File: config.mk
export PLATFORM = sky130hd
export DESIGN_NAME = usr_shift_sequencer
export DESIGN_NICKNAME = d
export VERILOG_FILES = /design/src/rtl/usr_pkg.sv /design/src/rtl/usr_shift_step.sv /design/src/rtl/usr_shift_sequencer.sv
export SDC_FILE = /design/constraint.sdc
export NUM_CORES = 1
export LEC_CHECK = 0
export CAP_MARGIN = 20
export CORE_ASPECT_RATIO = 1.25
export CORE_MARGIN = 2
export CORE_UTILIZATION = 40
export DETAILED_ROUTE_END_ITERATION = 10
export PLACE_DENSITY = 0.68
export SLEW_MARGIN = 10
export SYNTH_ARGS = -nofsm -noshare
export SYNTH_HDL_FRONTEND = slang
export SYNTH_SLANG_ARGS = --single-unit
export TNS_END_PERCENT = 5
File: constraint.sdc
create_clock -name clk -period 4.2 [get_ports clk]
set_clock_uncertainty 0.1 [all_clocks]
set_input_delay 1.05 -clock clk [delete_from_list [all_inputs] [get_ports clk]]
set_output_delay 1.05 -clock clk [all_outputs]
set_load 0.02 [all_outputs]
File: src/rtl/usr_pkg.sv
// Shared types for the universal shift sequencer: op modes, FSM states, defaults.
// Pure declarations; no clocked logic, no backpressure.
package usr_pkg;

  localparam int USR_WIDTH_DEF = 8;
  localparam int USR_CNT_W_DEF = 4;

  typedef enum logic [1:0] {
    MODE_SHL  = 2'b00,
    MODE_HOLD = 2'b01,
    MODE_SHR  = 2'b10,
    MODE_LOAD = 2'b11
  } usr_mode_t;

  typedef enum logic [1:0] {
    IDLE  = 2'd0,
    SHIFT = 2'd1,
    DONE  = 2'd2
  } usr_seq_state_t;

  // Only the two shift modes iterate; hold and load finish immediately.
  function automatic logic usr_is_shift(input usr_mode_t mode);
    return (mode == MODE_SHL) || (mode == MODE_SHR);
  endfunction

endpackage

File: src/rtl/usr_shift_step.sv
// One-bit universal shift stage, purely combinational (zero latency, no backpressure).
// USR_ROTATE_EN selects rotate instead of zero-fill for the vacated bit.
module usr_shift_step
  import usr_pkg::*;
#(
  parameter int WIDTH = USR_WIDTH_DEF
) (
  input  logic [WIDTH-1:0] d,
  input  usr_mode_t        mode,
  output logic [WIDTH-1:0] q
);

  logic fill_left;
  logic fill_right;

`ifdef USR_ROTATE_EN
  assign fill_left  = d[WIDTH-1];
  assign fill_right = d[0];
`else
  assign fill_left  = 1'b0;
  assign fill_right = 1'b0;
`endif

  always_comb begin
    q = d;
    case (mode)
      MODE_SHL: q = {d[WIDTH-2:0], fill_left};
      MODE_SHR: q = {fill_right, d[WIDTH-1:1]};
      default:  q = d;
    endcase
  end

endmodule

File: src/rtl/usr_shift_sequencer.sv
// Iterates usr_shift_step once per clock for in_count steps; result N+1 cycles after accept (N=0 for hold/load).
// in_ready low outside IDLE; result held on out_data until out_ready. USR_ROTATE_EN selects rotate shifts.
module usr_shift_sequencer
  import usr_pkg::*;
#(
  parameter int WIDTH = USR_WIDTH_DEF,
  parameter int CNT_W = USR_CNT_W_DEF
) (
  input  logic             clk,
  input  logic             rst_n,
  input  logic             in_valid,
  output logic             in_ready,
  input  logic [WIDTH-1:0] in_data,
  input  logic [1:0]       in_mode,
  input  logic [CNT_W-1:0] in_count,
  output logic             out_valid,
  input  logic             out_ready,
  output logic [WIDTH-1:0] out_data,
  output logic             busy
);

  usr_seq_state_t   state;
  logic [WIDTH-1:0] data_q;
  logic [CNT_W-1:0] cnt_q;
  usr_mode_t        mode_q;
  logic [WIDTH-1:0] step_q;
  usr_mode_t        in_mode_t;
  logic             accept;

  assign in_mode_t = usr_mode_t'(in_mode);

  // rst_n gating keeps in_ready low while reset is held, not just after release.
  assign in_ready  = rst_n && (state == IDLE);
  assign accept    = in_valid && in_ready;
  assign out_valid = (state == DONE);
  assign out_data  = out_valid ? data_q : '0;
  assign busy      = (state != IDLE);

  usr_shift_step #(
    .WIDTH (WIDTH)
  ) u_step (
    .d    (data_q),
    .mode (mode_q),
    .q    (step_q)
  );

  always_ff @(posedge clk or negedge rst_n) begin
    if (!rst_n) begin
      state  <= IDLE;
      data_q <= '0;
      cnt_q  <= '0;
      mode_q <= MODE_SHL;
    end else begin
      case (state)
        IDLE: begin
          if (accept) begin
            data_q <= in_data;
            mode_q <= in_mode_t;
            cnt_q  <= in_count;
            if (usr_is_shift(in_mode_t) && (in_count != '0)) begin
              state <= SHIFT;
            end else begin
              state <= DONE;
            end
          end
        end
        SHIFT: begin
          data_q <= step_q;
          cnt_q  <= cnt_q - CNT_W'(1);
          if (cnt_q == CNT_W'(1)) begin
            state <= DONE;
          end
        end
        DONE: begin
          if (out_ready) begin
            state <= IDLE;
          end
        end
        default: state <= IDLE;
      endcase
    end
  end

endmodule

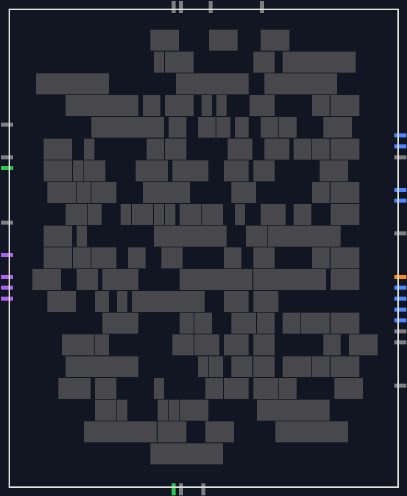
(pin map)
Drawn at 8 px/um. Pins as bars across the die edge, other pins in grey.
Key: out_data = blue [pins 8, direction output, edge east]; out_valid = orange [pins 1, direction output, edge east]; in_mode = green [pins 2, direction input, edge 1 west, 1 south]; in_count = purple [pins 4, direction input, edge west]
All pins by edge: 14 east, 8 west, 4 north, 3 south.
input/output buffers: 28
die height: 59.5 um
die width: 48.4 um

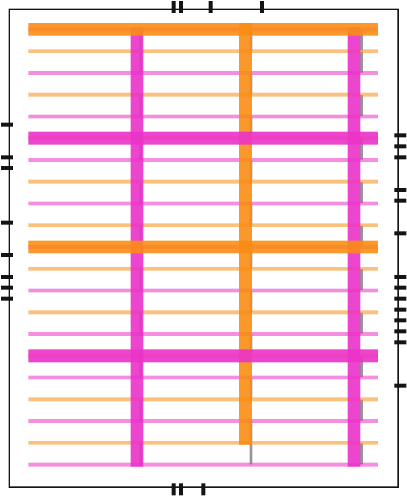
(floorplan with the power grid)
Drawn at 8 px/um. Pins as bars on the die edge. Tap cells in grey.
Key: VSS = magenta; VDD = orange
4 straps on met5. 33 tap cells. 21 met1 rails follow the rows. The core has 20 rows. 3 straps on met4.
core area: 2380 sq um
Peak VDD IR: 0.296 mV

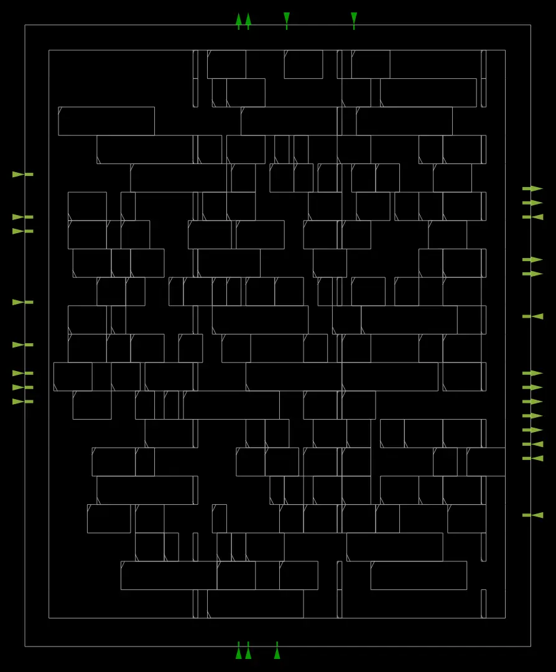
(placed standard cells)
num rows: 20
Layout Cells excl Fill: 164
Final Util: 55.7%
Seq/total area: 30.2%
tap cells: 33

==> results.txt <==
fresh numbers from the pnr run: multi-input gates 77, post-synthesis sequential area ratio 40.6%, cell accounting for the most synthesized area dfrtp_1, fin crit period 3.48 ns, global placement routability congestion 0.760, worst skew pair latency 0.28 ns, Starting Density 41.5%, CP Depth 4, crit path cell chain clkdlybuf4s50_1, inv_1, nor2_1, clkdlybuf4s50_1, Netlist cell types 34, Clock buffer cells 3, final period utilization 82.9%, met1 Track Usage GR 19.3%, Post-synth ARST share 100%, Setup crit end kind primary output, critical path class primary input to primary output, share of post-route cells with drive strength above 1 8.40%, Routed WL per cell 14.4 um, number of flops mapped to enable cells by yosys 0, Dominant comb cell simple AND/OR/NAND/NOR gates, Synth top area share 40.6%, Ys Warns 0, clock buffer depth 2, CP required 3.05 ns, DRC viols 0, sequential power share 38.7%, Gate Area 542 sq um, fraction of area in multi-input gates 40.9%, Antenna diodes 0, chip area in the Yosys report 987 sq um, post-DR vias/cell 5.51, RSZ-0062 raised after global routing false, Combinational Power Share 51.3%, Syn Inst Count 104, postcts setup bufs 0, status finished, final reports clean, Area-dominant class combinational gates, 1st-pass router iterations 4, most frequent cell after synthesis dfrtp_1, Top reg by flops data_q, worst hold path depth 1, GR Util met2 36.9%, routed wl met3 122 um, Non-clk invs 4, Setup crit end in_ready, Clock power frac 9.9%, P_seq 0.320 mW, Fillers 224, final WL 2370 um, most frequent cells in the layout clkdlybuf4s50_1, dfrtp_1, nand2_1, GR Util met3 3.28%, syn nets 124, CP max stage delay 0.60 ns, Slowest-stage cell, CP clkdlybuf4s50_1, Post-DP HPWL 1810 um, Slew Viols, Final 0, clk slew on worst S/H paths 0.09 ns, Top area cell types dfrtp_1, o2bb2ai_1, and3b_1, Most Crowded Layer GR met2, worst path bufs/invs 3, post-route ant nets 0, R2R setup slack 2.55 ns, top power group combinational logic, dpl ws 0.722 ns, TritonCTS Sinks 16, sequential cell count 16, Worst Hold Class register to register, most instantiated logic cell after routing clkdlybuf4s50_1, area share of xor/xnor cells in the synthesized design 0%, non-clock buffer count 31, Hold Violations, Final 0, max FFs per register 8, Slew @ Worst Pin 0.579 ns, Top cell by count, worst path clkdlybuf4s50_1
Power is estimated from default activity; no workload was simulated.
